### config.mk
export PLATFORM = sky130hd
export DESIGN_NAME = door_access_sequencer_flat
export DESIGN_NICKNAME = d
export VERILOG_FILES = /design/src/rtl/door_access_sequencer_if.sv /design/src/rtl/door_access_sequencer.sv /design/src/flat_wrapper.sv
export SDC_FILE = /design/constraint.sdc
export NUM_CORES = 1
export LEC_CHECK = 0
export ABC_AREA = 1
export ABC_CLOCK_PERIOD_IN_PS = 3700
export CORE_MARGIN = 5
export CORE_UTILIZATION = 58
export CTS_CLUSTER_SIZE = 25
export DETAILED_ROUTE_END_ITERATION = 10
export PLACE_DENSITY = 0.87
export SYNTH_ARGS = -nofsm -noshare
export SYNTH_HDL_FRONTEND = slang
export SYNTH_SLANG_ARGS = --single-unit
### constraint.sdc
create_clock -name clk -period 3.7 [get_ports clk]
set_clock_uncertainty 0.15 [all_clocks]
set_input_delay 0.74 -clock clk [delete_from_list [all_inputs] [get_ports clk]]
set_output_delay 0.74 -clock clk [all_outputs]
set_load 0.05 [all_outputs]
### src/rtl/door_access_sequencer_if.sv
// Keypad/actuator bundle for door_access_sequencer.
// The keypad side (master) drives digits and strobes; the sequencer (slave)
// returns the door, alarm and debug status.
interface door_access_sequencer_if #(
  parameter int DW = 4,
  parameter int CW = 2
) ();
  logic          digit_valid;
  logic [DW-1:0] digit;
  logic          clear;
  logic          enter;
  logic          chg_req;
  logic          unlock;
  logic          alarm;
  logic          locked_out;
  logic [CW-1:0] cnt;
  logic [2:0]    state;
  logic          busy;

  modport master (
    output digit_valid, digit, clear, enter, chg_req,
    input  unlock, alarm, locked_out, cnt, state, busy
  );

  modport slave (
    input  digit_valid, digit, clear, enter, chg_req,
    output unlock, alarm, locked_out, cnt, state, busy
  );
endinterface

### src/rtl/door_access_sequencer.sv
// Keypad-side door access controller: collects password digits, checks them
// against the stored password, counts failures, drives a timed unlock pulse,
// enforces a timed alarm lockout and lets the password be changed while open.
// Optional feature: define DIGIT_TIMEOUT_EN to abort an entry after
// TIMEOUT_CYC idle cycles between digits (counted as a failure in ENTRY).
module door_access_sequencer #(
  parameter int                   DIGITS      = 3,
  parameter int                   DW          = 4,
  parameter int                   MAX_TRIES   = 3,
  parameter int                   UNLOCK_CYC  = 16,
  parameter int                   LOCK_CYC    = 64,
  parameter logic [DIGITS*DW-1:0] DEFAULT_PWD = 12'h123,
  parameter int                   TIMEOUT_CYC = 32
) (
  input logic                    clk,
  input logic                    rstn,
  door_access_sequencer_if.slave bus
);

  localparam int PW     = DIGITS * DW;
  localparam int CW     = $clog2(MAX_TRIES + 1);
  localparam int DCW    = $clog2(DIGITS + 1);
  // One down-counter serves unlock, lockout and the inter-digit timeout,
  // since those phases never overlap; size it for the longest of them.
  localparam int TMAX_A = (UNLOCK_CYC > LOCK_CYC) ? UNLOCK_CYC : LOCK_CYC;
  localparam int TMAX   = (TMAX_A > TIMEOUT_CYC) ? TMAX_A : TIMEOUT_CYC;
  localparam int TW     = $clog2(TMAX + 1);

  localparam logic [DCW-1:0] DIGITS_C  = DCW'(DIGITS);
  localparam logic [CW-1:0]  MAX_C     = CW'(MAX_TRIES);
  localparam logic [CW-1:0]  LAST_TRY  = CW'(MAX_TRIES - 1);
  localparam logic [TW-1:0]  UNLOCK_T  = TW'(UNLOCK_CYC);
  localparam logic [TW-1:0]  LOCK_T    = TW'(LOCK_CYC);
  localparam logic [TW-1:0]  TIMER_ONE = TW'(1);
`ifdef DIGIT_TIMEOUT_EN
  localparam logic [TW-1:0]  TIMEOUT_T = TW'(TIMEOUT_CYC);
`endif

  typedef enum logic [2:0] {
    S_IDLE    = 3'd0,
    S_ENTRY   = 3'd1,
    S_CHECK   = 3'd2,
    S_OPEN    = 3'd3,
    S_FAIL    = 3'd4,
    S_LOCKOUT = 3'd5,
    S_CHG     = 3'd6
  } state_t;

  state_t          state_q, state_d;
  logic [PW-1:0]   entry_q, entry_d;
  logic [DCW-1:0]  dcount_q, dcount_d;
  logic [PW-1:0]   pwd_q, pwd_d;
  logic [CW-1:0]   cnt_q, cnt_d;
  logic [TW-1:0]   timer_q, timer_d;
  logic [PW-1:0]   shifted;
  logic            digit_ok;

  assign shifted  = (entry_q << DW) | PW'(bus.digit);
  assign digit_ok = bus.digit_valid && (dcount_q < DIGITS_C);

  // Register all controller state; reset restores the factory password too.
  always_ff @(posedge clk) begin
    if (!rstn) begin
      state_q  <= S_IDLE;
      entry_q  <= '0;
      dcount_q <= '0;
      pwd_q    <= DEFAULT_PWD;
      cnt_q    <= '0;
      timer_q  <= '0;
    end else begin
      state_q  <= state_d;
      entry_q  <= entry_d;
      dcount_q <= dcount_d;
      pwd_q    <= pwd_d;
      cnt_q    <= cnt_d;
      timer_q  <= timer_d;
    end
  end

  // Next-state logic; within a state clear beats enter beats digit_valid.
  always_comb begin
    state_d  = state_q;
    entry_d  = entry_q;
    dcount_d = dcount_q;
    pwd_d    = pwd_q;
    cnt_d    = cnt_q;
    timer_d  = timer_q;
    case (state_q)
      S_IDLE: begin
        if (bus.clear) begin
          entry_d  = '0;
          dcount_d = '0;
        end else if (bus.enter) begin
          state_d = S_FAIL;
        end else if (bus.digit_valid) begin
          entry_d  = shifted;
          dcount_d = DCW'(1);
          state_d  = S_ENTRY;
`ifdef DIGIT_TIMEOUT_EN
          timer_d  = TIMEOUT_T;
`endif
        end
      end
      S_ENTRY, S_CHG: begin
        if (bus.clear) begin
          entry_d  = '0;
          dcount_d = '0;
          state_d  = S_IDLE;
        end else if (bus.enter) begin
          if (state_q == S_ENTRY) begin
            state_d = S_CHECK;
          end else begin
            if (dcount_q == DIGITS_C) begin
              pwd_d = entry_q;
            end
            entry_d  = '0;
            dcount_d = '0;
            state_d  = S_IDLE;
          end
        end else if (digit_ok) begin
          entry_d  = shifted;
          dcount_d = dcount_q + 1'b1;
`ifdef DIGIT_TIMEOUT_EN
          timer_d  = TIMEOUT_T;
`endif
        end
`ifdef DIGIT_TIMEOUT_EN
        else if (timer_q == TIMER_ONE) begin
          entry_d  = '0;
          dcount_d = '0;
          state_d  = (state_q == S_ENTRY) ? S_FAIL : S_IDLE;
        end else begin
          timer_d = timer_q - 1'b1;
        end
`endif
      end
      S_CHECK: begin
        entry_d  = '0;
        dcount_d = '0;
        if ((dcount_q == DIGITS_C) && (entry_q == pwd_q)) begin
          state_d = S_OPEN;
          cnt_d   = '0;
          timer_d = UNLOCK_T;
        end else begin
          state_d = S_FAIL;
        end
      end
      S_OPEN: begin
        if (bus.chg_req) begin
          state_d = S_CHG;
`ifdef DIGIT_TIMEOUT_EN
          timer_d = TIMEOUT_T;
`endif
        end else begin
          timer_d = timer_q - 1'b1;
          if (timer_q == TIMER_ONE) begin
            state_d = S_IDLE;
          end
        end
      end
      S_FAIL: begin
        if (cnt_q != MAX_C) begin
          cnt_d = cnt_q + 1'b1;
        end
        if (cnt_q == LAST_TRY) begin
          state_d = S_LOCKOUT;
          timer_d = LOCK_T;
        end else begin
          state_d = S_IDLE;
        end
      end
      S_LOCKOUT: begin
        timer_d = timer_q - 1'b1;
        if (timer_q == TIMER_ONE) begin
          state_d = S_IDLE;
          cnt_d   = '0;
        end
      end
      default: state_d = S_IDLE;
    endcase
  end

  assign bus.unlock     = (state_q == S_OPEN);
  assign bus.alarm      = (state_q == S_LOCKOUT);
  assign bus.locked_out = (state_q == S_LOCKOUT);
  assign bus.cnt        = cnt_q;
  assign bus.state      = state_q;
  assign bus.busy       = (state_q == S_CHECK) || (state_q == S_OPEN) ||
                          (state_q == S_LOCKOUT) || (state_q == S_CHG);

endmodule
### src/flat_wrapper.sv
// flat-port wrapper written by rule: the top's interface ports become plain ports
module door_access_sequencer_flat 
#(
  parameter int                   DIGITS      = 3,
  parameter int                   DW          = 4,
  parameter int                   MAX_TRIES   = 3,
  parameter int                   UNLOCK_CYC  = 16,
  parameter int                   LOCK_CYC    = 64,
  parameter logic [DIGITS*DW-1:0] DEFAULT_PWD = 12'h123,
  parameter int                   TIMEOUT_CYC = 32
)
  (clk, rstn, bus_digit_valid, bus_digit, bus_clear, bus_enter, bus_chg_req, bus_unlock, bus_alarm, bus_locked_out, bus_cnt, bus_state, bus_busy);
  door_access_sequencer_if #(.DW(DW)) bus_i ();
  input logic clk;
  input logic rstn;
  input wire logic [$bits(bus_i.digit_valid)-1:0] bus_digit_valid;
  input wire logic [$bits(bus_i.digit)-1:0] bus_digit;
  input wire logic [$bits(bus_i.clear)-1:0] bus_clear;
  input wire logic [$bits(bus_i.enter)-1:0] bus_enter;
  input wire logic [$bits(bus_i.chg_req)-1:0] bus_chg_req;
  output wire logic [$bits(bus_i.unlock)-1:0] bus_unlock;
  output wire logic [$bits(bus_i.alarm)-1:0] bus_alarm;
  output wire logic [$bits(bus_i.locked_out)-1:0] bus_locked_out;
  output wire logic [$bits(bus_i.cnt)-1:0] bus_cnt;
  output wire logic [$bits(bus_i.state)-1:0] bus_state;
  output wire logic [$bits(bus_i.busy)-1:0] bus_busy;
  assign bus_i.digit_valid = bus_digit_valid;
  assign bus_i.digit = bus_digit;
  assign bus_i.clear = bus_clear;
  assign bus_i.enter = bus_enter;
  assign bus_i.chg_req = bus_chg_req;
  assign bus_unlock = bus_i.unlock;
  assign bus_alarm = bus_i.alarm;
  assign bus_locked_out = bus_i.locked_out;
  assign bus_cnt = bus_i.cnt;
  assign bus_state = bus_i.state;
  assign bus_busy = bus_i.busy;
  door_access_sequencer #(.DIGITS(DIGITS), .DW(DW), .MAX_TRIES(MAX_TRIES), .UNLOCK_CYC(UNLOCK_CYC), .LOCK_CYC(LOCK_CYC), .DEFAULT_PWD(DEFAULT_PWD), .TIMEOUT_CYC(TIMEOUT_CYC)) u_core (.clk(clk), .rstn(rstn), .bus(bus_i));
endmodule
==> impl_metrics.py, run 1 <==
# Metrics from the implementation run
metrics = {
    "status": {
        "outcome": "complete, no violations",
    },
    "clock_tree": {
        "cts_max_path_buffers": 2,
        "cts_hold_buf": 0,
        "cts.reportedPaths.clkPinSlew_ps": 80,
        "numCtsBuffers": 5,
        "htreeDepth": 2,
        "postCtsSetupRepairBufs": 0,
        "postCtsResizedCells": 0,
        "cts_sinks": 38,
        "cts_tree": "yes",
        "cts-root-buf": "clkbuf_8",
        "clk_latency_ps": 290,
    },
    "timing": {
        "hold_ws_ps": 329.8,
        "rsz0062_at_grt": "false",
        "min_period_ps": 3096,
        "hold_viol_final": 0,
        "drv_slew": 0,
        "setup_ws_ps": 603.8,
        "setup_viol": 0,
        "fin_crit_sh": 0.8368,
        "worst_pin_slew_ps": 523.0,
        "relSlewSlack": 0.6503,
        "fmax_ghz": 0.3230,
        "fin_tns_setup_ps": 0,
    },
    "synthesis": {
        "yosys_area_um2": 2277,
        "synth-edff-count": 0,
        "synthesis.area_um2": 2277,
        "synth_cell_types": 35,
        "yosys_cells": 341,
        "syn_area_per_cell_um2": 6.678,
        "synth_cells": 341,
        "ys.flops": 38,
        "ff_type": "dfxtp_1",
        "async_flop_share": 0,
        "yosys_warnings": 0,
        "yosys.stat.seqShare": 0.3341,
        "synth_nets": 357,
    },
    "critical_path": {
        "crit_buf_inv": 2,
        "cp-startpoint": "u_core.bus.state[2]$_SDFFE_PN0P_",
        "slowest_stage": "clkdlybuf4s50_1",
        "crit_required_ps": 2810,
        "reg2reg_to": "u_core.dcount_q[1]$_SDFFE_PN0P_",
        "end_kind": "output port",
        "critPathMaxStageDelay_ps": 710,
        "cp.depth": 4,
        "cp_top_family": "buffers and inverters",
        "r2r_slack_ps": 1730,
        "r2r_cells": 12,
        "cp_max_fo": 6,
        "arrival_ps": 2210,
        "crit_end": "bus_busy",
        "r2r-start": "u_core.bus.state[1]$_SDFFE_PN0P_",
        "startpoint_type": "flip-flop",
        "crit_chain": "inv_1 > ha_1 > or3b_2 > clkdlybuf4s50_1",
        "path_class": "reg -> out",
    },
    "global_routing": {
        "overflow": 0,
        "grt_pass1_wl_um": 8293,
        "gr-usage-met2": 0.3016,
        "antenna_found_initial": 0,
        "grt-busiest-layer": "met2",
        "met1_usage": 0.2624,
        "grt_pass1_vias": 1936,
        "grt_max_degree": 29,
        "use_met3": 0.03444,
    },
    "detailed_routing": {
        "ant_nets": 0,
        "drtIter0Drc": 189,
        "num_vias": 2128,
        "drc": 0,
        "vias_per_cell": 5.241,
        "drt_pass1_iterations": 5,
        "wirelength_um": 4783,
    },
    "floorplan": {
        "fp_util": 0.6083,
        "rows": 22,
        "chipArea_um2": 5279,
        "core_um2": 3744,
        "dieHeight_um": 72.66,
        "io_pins": 19,
        "die_w_um": 72.66,
    },
    "final_layout": {
        "nets": 373,
        "syn_to_final_growth_pct": 12.36,
        "antenna_cells": 0,
        "fillers": 310,
        "drive_above_1_share": 0.1257,
    },
    "placed_design": {
        "dp_hpwl_um": 3296,
        "place_ws_ps": 923.5,
        "finalWeightedCongestion": 0.9089,
        "port_buffers": 18,
    },
    "hold_path": {
        "holdPathEnd": "u_core.pwd_q[9]$_SDFFE_PN0P_",
        "hold_start": "u_core.pwd_q[9]$_SDFFE_PN0P_",
        "holdCritPathClass": "reg -> reg",
        "hold_path_depth": 2,
    },
    "pwr": {
        "ir_drop_mv": 0.3431,
        "pwr_density_cell_nw_per_um2": 445.1,
        "power_mw": 1.139,
        "p_leak_nw": 1.136,
    },
    "run": {
        "openroad.warnings": 28,
        "maxCapViolations": 0,
    },
}
run 1: cells in the mapped netlist (2+ instances only):
cell | number | share of area
nor2_1 | 55 | 0.091
a21boi_0 | 7 | 0.023
o21ai_0 | 30 | 0.066
xnor2_1 | 3 | 0.012
nand2_1 | 69 | 0.11
inv_1 | 33 | 0.054
nand2_2 | 4 | 0.011
a21oi_1 | 28 | 0.062
nand2_4 | 3 | 0.015
o21ai_2 | 2 | 0.0077
clkbuf_1 | 2 | 0.0033
nor2_2 | 13 | 0.036
xor2_1 | 2 | 0.0077
ha_1 | 6 | 0.033
inv_2 | 6 | 0.0099
dfxtp_1 | 38 | 0.33
buf_4 | 2 | 0.0066
o21ai_1 | 2 | 0.0044
nand3_1 | 16 | 0.035
buf_2 | 4 | 0.0088
nor2_4 | 2 | 0.0099
run 1: power breakdown:
group	internal (mW)	leakage [nW]	switching [mW]
Sequential	0.445	0.310	0.0372
Combinational	0.111	0.776	0.189
Clock	0.201	0.0504	0.155
run 1: worst min-delay path: stages (launching register included):
cell,delay [ps]
dfxtp_1,300
inv_1,70
a21oi_1,60
run 1: cell type report:
| type | count | area [µm²] | share of cell area |
|---|---|---|---|
| Timing Repair Buffer | 20 | 195.2 | 0.07628 |
| Clock inverter | 3 | 45.04 | 0.01760 |
| Inverter | 41 | 156.4 | 0.06112 |
| Sequential cell | 38 | 760.7 | 0.2973 |
| Multi-Input combinational cell | 251 | 1272 | 0.4973 |
| Tap cell | 48 | 60.06 | 0.02347 |
| Clock buffer | 5 | 68.82 | 0.02689 |
run 1: routing by layer:
metal / vias up / routed length [µm]
met4: 0 / 68
met3: 7 / 257
li1: 1116 / -
met1: 950 / 2265
met5: - / 0
met2: 55 / 2192
run 1: state kept, by name, summed over array words and instances, names as in the netlist:
register and flops:
u_core.pwd_q 12, u_core.bus.state 3, u_core.entry_q 12, u_core.dcount_q 2, u_core.timer_q 7, u_core.bus.cnt 2
run 1: cells in the final DEF (no fill, tap or decap), types with 3 or more instances in the layout:
cell	n
nand2_1	69
nor2_1	55
dfxtp_1	38
inv_1	33
o21ai_0	30
a21oi_1	28
clkdlybuf4s50_1	18
nand3_1	16
nor2_2	13
a21boi_0	7
inv_2	6
ha_1	6
clkbuf_8	5
nand2_2	4
nand2_4	3
xnor2_1	3
run 1: through the flow:
stage | cells | instance area (µm²) | utilization
after detailed placement | 398 | 2445 | 0.6531
after CTS | 406 | 2559 | 0.6835
after floorplan | 341 | 2277 | -
final | 406 | 2559 | 0.6835
after global routing | 406 | 2559 | 0.6835
after global placement | 398 | 2445 | 0.6531
run 1: cells by family after synthesis:
| group | synth area share |
|---|---|
| fa+ha+maj | 0.03297 |
| compound gates | 0.1720 |
| buf+inv | 0.1071 |
| flops | 0.3341 |
| simple gates | 0.3346 |
| xor+xnor | 0.01923 |
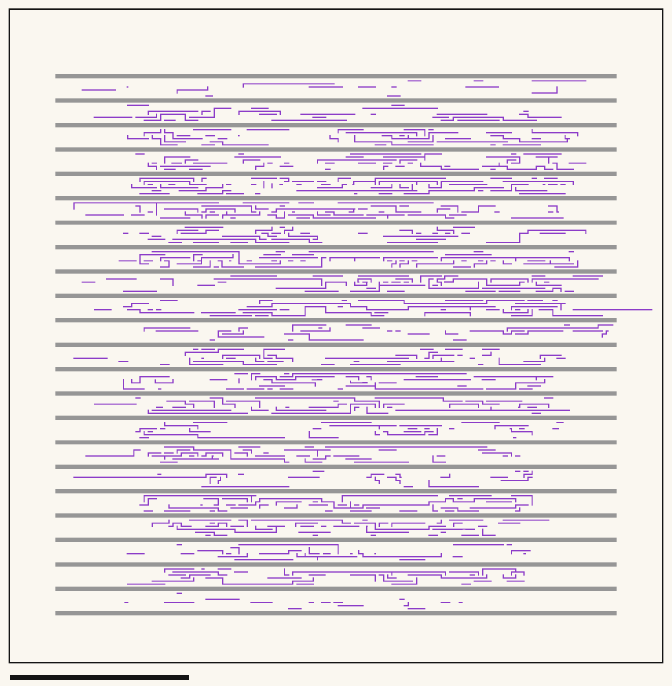
Run 1: met1 routing
Bar = 20 µm. Supply wires on this layer in gray.
share of all routed wire: 47%
nets with wire on the layer: 345
longest straight run: 19.3 µm

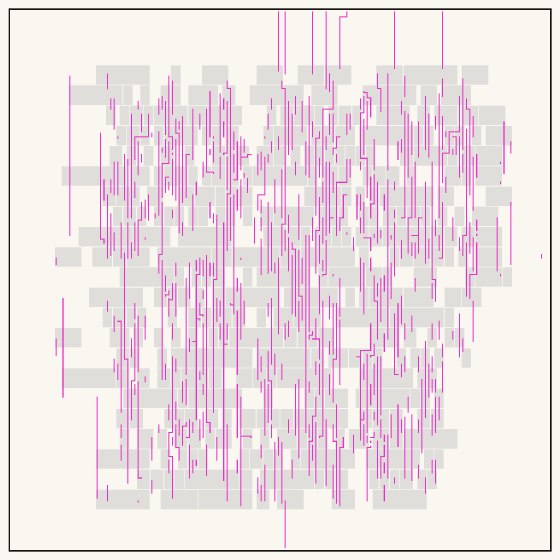
Run 1: metal 2
share of all routed wire: 46%
nets with wire on the layer: 282
main direction: vertical
longest straight run: 34.7 µm
wire length on this layer: 2,190 µm

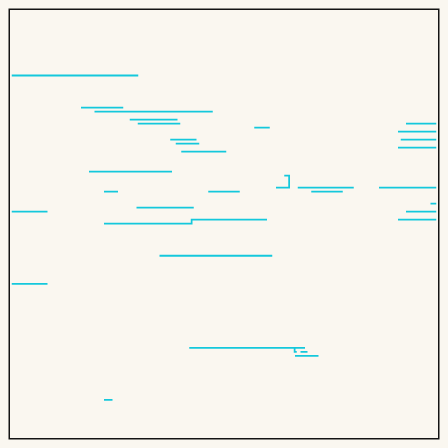
Run 1: M3 wires
wire length on this layer: 258 µm
nets with wire on the layer: 26
main direction: horizontal
share of all routed wire: 5.4%
longest straight run: 21.2 µm

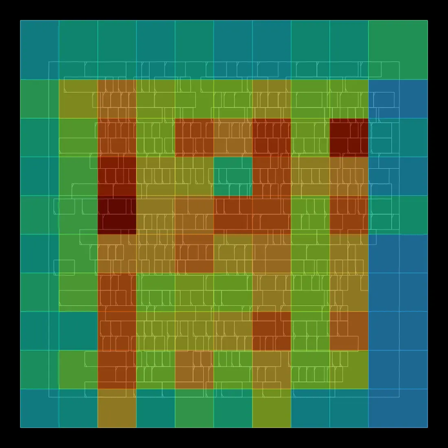
Run 1: routing congestion
Wirelength per Cell: 11.78 µm
global-route usage over all layers: 0.1928

Run 1, placed cells, one color a class:
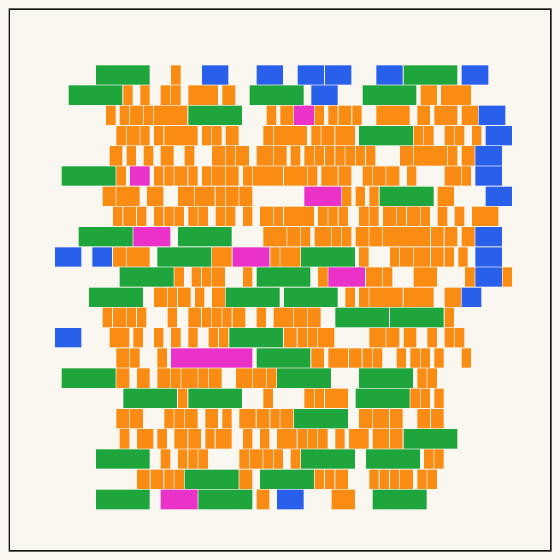

==> run 1 -> run 2 <==
--- a/config.mk
+++ b/config.mk
@@ -6,7 +6,7 @@
 export NUM_CORES = 1
 export LEC_CHECK = 0
 export ABC_AREA = 1
-export ABC_CLOCK_PERIOD_IN_PS = 3700
+export ABC_CLOCK_PERIOD_IN_PS = 2940
 export CORE_MARGIN = 5
 export CORE_UTILIZATION = 58
 export CTS_CLUSTER_SIZE = 25
==> constraint.sdc (replaced) <==
create_clock -name clk -period 2.94 [get_ports clk]
set_clock_uncertainty 0.15 [all_clocks]
set_input_delay 0.588 -clock clk [delete_from_list [all_inputs] [get_ports clk]]
set_output_delay 0.588 -clock clk [all_outputs]
set_load 0.05 [all_outputs]
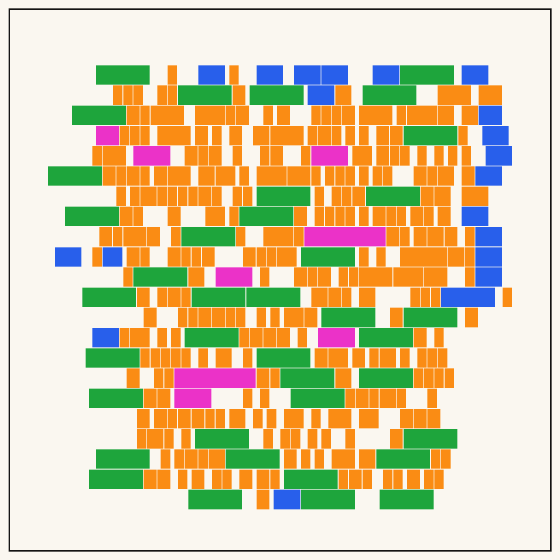
Run 2: placed cells, one color a class
[blue] remaining buffers and delay cells | cells: 20
[green] registers | cells: 38
[orange] remaining logic cells | cells: 292
[magenta] clock drivers and dummy loads | cells: 8

==> run 2 against run 1 <==
Compared with the run above: routed wire length is 3.1% higher; clock power up 52%; global-route usage increased by 0.27 points; combinational power is 26% higher; worst setup slack got worse by 490 ps; sequential share of layout area is 0.40 points lower; synthesized area unchanged; final cell count did not move; critical path depth is 1 lower; final area up 1.4%; core utilization up 0.94 points; die size unchanged; highest routed layer unchanged.
==> impl_metrics.py, run 2 <==
# Metrics from the implementation run
metrics = {
    "final_layout": {
        "fillers": 319,
        "nets": 373,
        "final-seq-area_um2": 760.7,
        "syn_to_final_growth_pct": 13.90,
        "drive_above_1_share": 0.1257,
        "final_cell_mix": "nand2_1 (69), nor2_1 (55), dfxtp_1 (38)",
        "combGateArea_um2": 1272,
    },
    "synthesis": {
        "synth_nets": 357,
        "yosys_cells": 341,
        "area_leaders": "dfxtp_1 (33%), nand2_1 (11%), nor2_1 (9.1%), o21ai_0 (6.6%), a21oi_1 (6.2%)",
        "yosys.stat.seqShare": 0.3341,
        "top_area_cell": "dfxtp_1",
        "synth_top_area_share": 0.3341,
        "ff_type": "dfxtp_1",
        "common_cells": "nand2_1 (69), nor2_1 (55), dfxtp_1 (38)",
        "synth_cell_types": 35,
        "async_flop_share": 0,
        "yosys_warnings": 0,
        "yosys_area_um2": 2277,
        "synthesis.area_um2": 2277,
        "synth_cells": 341,
        "yosysMostFrequentCell": "nand2_1",
    },
    "status": {
        "outcome": "complete, no violations",
    },
    "critical_path": {
        "slowest_stage": "clkdlybuf4s50_1",
        "cp_max_fo": 6,
        "crit_chain": "nand2_1 > nor2_1 > clkdlybuf4s50_1",
        "r2r_cells": 11,
        "startpoint_type": "flip-flop",
        "cp-startpoint": "u_core.bus.state[2]$_SDFFE_PN0P_",
        "arrival_ps": 2090,
        "path_class": "reg -> out",
    },
    "global_routing": {
        "met1_usage": 0.2494,
        "antenna_found_initial": 0,
        "overflow": 0,
        "grt_use_total": 0.1955,
        "grt-busiest-layer": "met2",
        "use_met3": 0.04959,
    },
    "detailed_routing": {
        "drt_pass1_iterations": 5,
        "drtIter0Drc": 148,
        "wirelength_um": 4932,
        "vias_per_cell": 5.323,
        "avgRoutedWirePerCell_um": 12.15,
    },
    "floorplan": {
        "fp_util": 0.6083,
        "dieHeight_um": 72.66,
        "die_w_um": 72.66,
        "core_um2": 3744,
        "rows": 22,
        "chipArea_um2": 5279,
        "io_pins": 19,
    },
    "timing": {
        "setup_viol": 0,
        "hold_viol_final": 0,
        "fin_crit_sh": 0.9610,
        "fmax_ghz": 0.3539,
    },
    "pwr": {
        "power_mw": 1.526,
        "p_int_mw": 1.040,
        "p_comb_frac": 0.248,
        "switchingPower_mw": 0.4862,
        "p_leak_nw": 1.161,
        "ir_drop_mv": 0.3599,
        "pwr_density_cell_nw_per_um2": 588.3,
    },
    "placed_design": {
        "port_buffers": 18,
        "postPlaceCellArea_um2": 2457,
        "finalWeightedCongestion": 0.9026,
        "dp_hpwl_um": 3413,
    },
    "clock_tree": {
        "htreeDepth": 2,
        "numCtsBuffers": 5,
        "cts-root-buf": "clkbuf_8",
        "cts_sinks": 38,
        "cts_max_path_buffers": 2,
        "postCtsSetupRepairBufs": 0,
    },
    "run": {
        "maxCapViolations": 0,
        "openroad.warnings": 28,
    },
    "hold_path": {
        "hold_path_depth": 2,
    },
}
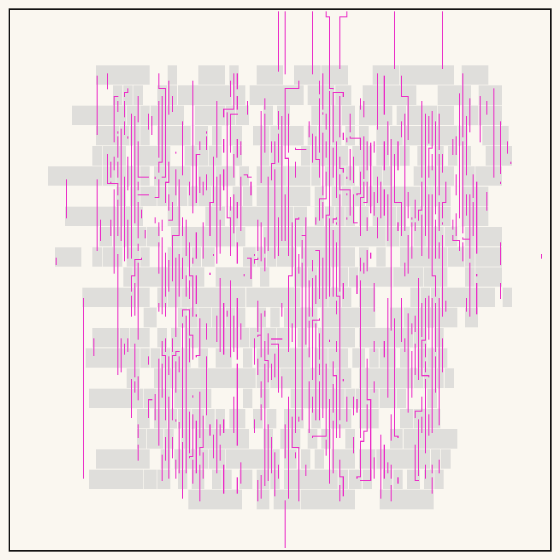
Run 2: metal 2
longest straight run: 28.7 µm
share of all routed wire: 48%
wire length on this layer: 2,350 µm

==> run 2: final cells by class <==
cell class / count / area share
tap: 48 / 0.02315
timing repair buffer: 20 / 0.07959
clock buffer: 5 / 0.02653
multi-input combinational: 251 / 0.4906
clock inverter: 3 / 0.02653
sequential: 38 / 0.2933
inverter: 41 / 0.06030
==> run 2: per-stage QoR <==
stage / util / setup slack (ps) / std cells / hold WS, ps
detailed placement: 0.6564 / 284.3 / 398 / 310.2
global route: 0.6928 / 7.321 / 406 / 343.8
CTS: 0.6928 / 123.4 / 406 / 321.8
floorplan: - / 38.18 / 341 / 294.3
global placement: 0.6564 / 351.4 / 398 / 311.9
finish: 0.6928 / 114.7 / 406 / 320.2
==> run 2: timing repair <==
item	CTS	global route
gates resized	1	0
hold buffers	0	0
setup endpoints to repair	1	0
==> run 2: layer usage <==
metal / up-vias / share of wire
li1: 1120 / -
met1: 968 / 0.44
met2: 61 / 0.48
met3: 12 / 0.060
met4: 0 / 0.019
met5: - / 0
==> run 2: power groups by stage <==
stage | sequential (mW) | combinational (mW) | clock [mW]
2_1_floorplan | 0.633 | 0.293 | 0
3_3_place_gp | 0.617 | 0.368 | 0
3_5_place_dp | 0.618 | 0.376 | 0
4_1_cts | 0.607 | 0.379 | 0.544
5_1_grt | 0.614 | 0.424 | 0.562
6_report | 0.608 | 0.378 | 0.540
==> run 2: cell families after synthesis <==
logic type / synth area share
XOR/XNOR: 0.01923
buffers and inverters: 0.1071
adder cells (fa/ha/maj): 0.03297
AND/OR/NAND/NOR: 0.3346
flip-flops: 0.3341
AND-OR/OR-AND: 0.1720
==> run 2: worst max-delay path, delay by kind of cell (launching register included) <==
family / cells / cell delay [ps]
buffers and inverters: 1 / 870
DFF: 1 / 480
and+or+nand+nor: 2 / 440
==> run 2: worst min-delay path by stage <==
stage,from,to
final,u_core.pwd_q[9]$_SDFFE_PN0P_,u_core.pwd_q[9]$_SDFFE_PN0P_
after global routing,u_core.pwd_q[9]$_SDFFE_PN0P_,u_core.pwd_q[9]$_SDFFE_PN0P_
after CTS,u_core.pwd_q[9]$_SDFFE_PN0P_,u_core.pwd_q[9]$_SDFFE_PN0P_
after detailed placement,u_core.pwd_q[9]$_SDFFE_PN0P_,u_core.pwd_q[9]$_SDFFE_PN0P_
after global placement,u_core.pwd_q[9]$_SDFFE_PN0P_,u_core.pwd_q[9]$_SDFFE_PN0P_
after floorplan,u_core.pwd_q[9]$_SDFFE_PN0P_,u_core.pwd_q[9]$_SDFFE_PN0P_
Run 2, routing congestion:
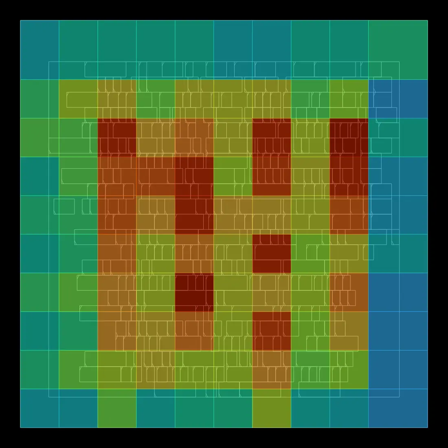

==> run 2 -> run 3 <==
==> constraint.sdc (replaced) <==
create_clock -name clk -period 2.94 [get_ports clk]
set_clock_uncertainty 0.15 [all_clocks]
set_input_delay 0.588 -clock clk [delete_from_list [all_inputs] [get_ports clk]]
set_output_delay 0.588 -clock clk [all_outputs]
set_load 0.01 [all_outputs]
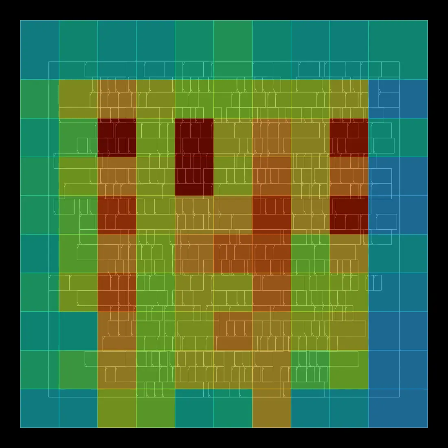
Run 3: routing congestion
global-route usage over all layers: 0.2020
GRT busiest layer: met2
met3 GRT Util: 0.05372

==> run 3 against run 2 <==
Compared with the run above: power down 0.17%; final area up 0.24%; sequential power about the same; critical path type unchanged; clock power up 3%; sequential share of layout area down 0.071 points.
==> impl_metrics.py, run 3 <==
# Metrics from the implementation run
metrics = {
    "clock_tree": {
        "cts_sinks": 38,
        "numCtsBuffers": 5,
        "htreeDepth": 2,
        "clk_latency_ps": 300,
        "cts_max_path_buffers": 2,
        "cts_hold_buf": 0,
        "postCtsResizedCells": 0,
        "cts.reportedPaths.clkPinSlew_ps": 70,
        "postCtsSetupRepairBufs": 0,
        "cts-root-buf": "clkbuf_8",
        "cts_tree": "yes",
    },
    "final_layout": {
        "final_cell_mix": "nand2_1 (69), nor2_1 (55), dfxtp_1 (38)",
        "fin_util": 0.6945,
        "nets": 373,
        "top_regs": "u_core.entry_q: 12 flops, u_core.pwd_q: 12 flops, u_core.timer_q: 7 flops",
        "final_cells": 406,
        "lay_top_count": "nand2_1",
        "drive_above_1_share": 0.1257,
        "fillers": 318,
        "antenna_cells": 0,
        "syn_to_final_growth_pct": 14.18,
    },
    "synthesis": {
        "top_area_cell": "dfxtp_1",
        "synth-edff-count": 0,
        "synth_cells": 341,
        "yosys_cells": 341,
        "synth_top_area_share": 0.3341,
        "synthesis.area_um2": 2277,
        "ff_type": "dfxtp_1",
        "yosys_area_um2": 2277,
        "common_cells": "nand2_1 (69), nor2_1 (55), dfxtp_1 (38)",
        "syn_area_per_cell_um2": 6.678,
        "yosysMostFrequentCell": "nand2_1",
        "yosys.stat.seqShare": 0.3341,
        "area_leaders": "dfxtp_1 (33%), nand2_1 (11%), nor2_1 (9.1%), o21ai_0 (6.6%), a21oi_1 (6.2%)",
        "async_flop_share": 0,
        "synth_nets": 357,
        "synth_cell_types": 35,
        "yosys_warnings": 0,
        "ys.flops": 38,
    },
    "timing": {
        "setup_ws_ps": 228.2,
        "fin_tns_setup_ps": 0,
        "min_period_ps": 2712,
        "rsz0062_at_grt": "false",
        "worst_pin_slew_ps": 461.2,
        "fmax_ghz": 0.3688,
        "fin_crit_sh": 0.9224,
        "drv_slew": 0,
        "relSlewSlack": 0.6914,
        "hold_viol_final": 0,
        "setup_viol": 0,
    },
    "global_routing": {
        "overflow": 0,
        "antenna_found_initial": 0,
        "gr-usage-met2": 0.3126,
        "grt_pass1_wl_um": 8514,
        "grt_pass1_vias": 1926,
        "grt_max_degree": 28,
        "met1_usage": 0.2658,
    },
    "detailed_routing": {
        "vias_per_cell": 5.318,
        "wirelength_um": 5072,
        "num_vias": 2159,
        "avgRoutedWirePerCell_um": 12.49,
        "ant_nets": 0,
        "drc": 0,
        "drt_pass1_iterations": 4,
        "drtIter0Drc": 144,
    },
    "pwr": {
        "seq_power_share": 0.400,
        "ir_drop_mv": 0.3785,
        "p_int_mw": 1.063,
        "clkPwrFrac": 0.365,
        "p_comb_frac": 0.235,
        "p_leak_nw": 1.159,
        "switchingPower_mw": 0.4606,
        "sw_frac_of_total": 0.3024,
        "power_mw": 1.523,
        "pwr_density_cell_nw_per_um2": 585.9,
    },
    "floorplan": {
        "chipArea_um2": 5279,
        "core_um2": 3744,
        "io_pins": 19,
        "rows": 22,
        "fp_util": 0.6083,
        "die_w_um": 72.66,
        "dieHeight_um": 72.66,
    },
    "placed_design": {
        "place_ws_ps": 544.9,
        "finalWeightedCongestion": 0.9633,
        "dp.cells": 398,
        "port_buffers": 18,
        "dp_hpwl_um": 3549,
    },
    "critical_path": {
        "startpoint_type": "flip-flop",
        "cp_max_fo": 6,
        "arrival_ps": 1970,
        "crit_required_ps": 2200,
        "path_class": "reg -> out",
        "end_kind": "output port",
    },
    "run": {
        "openroad.warnings": 28,
        "maxCapViolations": 0,
    },
    "hold_path": {
        "holdCritPathClass": "reg -> reg",
    },
    "status": {
        "outcome": "complete, no violations",
    },
}
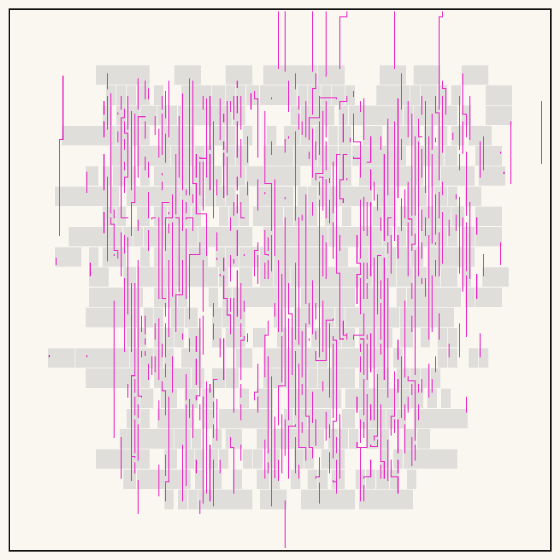
Run 3: metal 2
share of all routed wire: 46%
nets with wire on the layer: 284
main direction: vertical

run 3: cell counts after synthesis:
No cell type changed its count.
run 3: power by group through the flow:
stage / combinational [mW] / sequential (mW) / clock [mW]
final: 0.358 / 0.609 / 0.556
after global placement: 0.341 / 0.618 / 0
after CTS: 0.357 / 0.608 / 0.558
after global routing: 0.404 / 0.617 / 0.584
after floorplan: 0.290 / 0.613 / 0
after detailed placement: 0.352 / 0.619 / 0
run 3: worst max-delay path: stages (launching register included):
cell	delay [ps]
dfxtp_1	470
inv_1	100
ha_1	180
or3b_2	450
clkdlybuf4s50_1	490
run 3: metal layers:
layer  up-vias  routed length, µm  part of all wire
li1       1114                  -                 -
met3        12                291             0.057
met1       977               2331              0.46
met4         0                106             0.021
met5         -                  0                 0
met2        56               2343              0.46
run 3: area by class of cell:
class                      instances  area, µm²  area share
inverter                          41      156.4     0.06015
multi-input combinational        251       1272      0.4894
tap                               48      60.06     0.02310
sequential                        38      760.7      0.2926
timing repair buffer              20      207.7     0.07988
clock buffer                       6      82.58     0.03176
clock inverter                     2      60.06     0.02310
run 3: per-stage QoR:
step	hold slack [ps]	cell area [µm²]
final	342.9	2600
after global routing	368.1	2600
after CTS	343.9	2600
after detailed placement	333.4	2457
after global placement	312.9	2457
after floorplan	294.3	2277
run 3: worst paths after layout:
kind / start / end / slack [ps] / depth (start not counted)
worst min register to register: u_core.timer_q[3]$_SDFFE_PN0P_ / u_core.timer_q[3]$_SDFFE_PN0P_ / 340 / 2
worst min-delay path: u_core.timer_q[3]$_SDFFE_PN0P_ / u_core.timer_q[3]$_SDFFE_PN0P_ / 340 / 2
worst max register to register: u_core.bus.state[1]$_SDFFE_PN0P_ / u_core.dcount_q[1]$_SDFFE_PN0P_ / 940 / 12
worst max-delay path: u_core.bus.state[2]$_SDFFE_PN0P_ / bus_busy / 230 / 4
run 3: cells by family after synthesis:
family | synth area share
simple gates | 0.3346
compound gates | 0.1720
buf+inv | 0.1071
flops | 0.3341
fa+ha+maj | 0.03297
xor+xnor | 0.01923
Power is estimated from default activity; no workload was simulated.
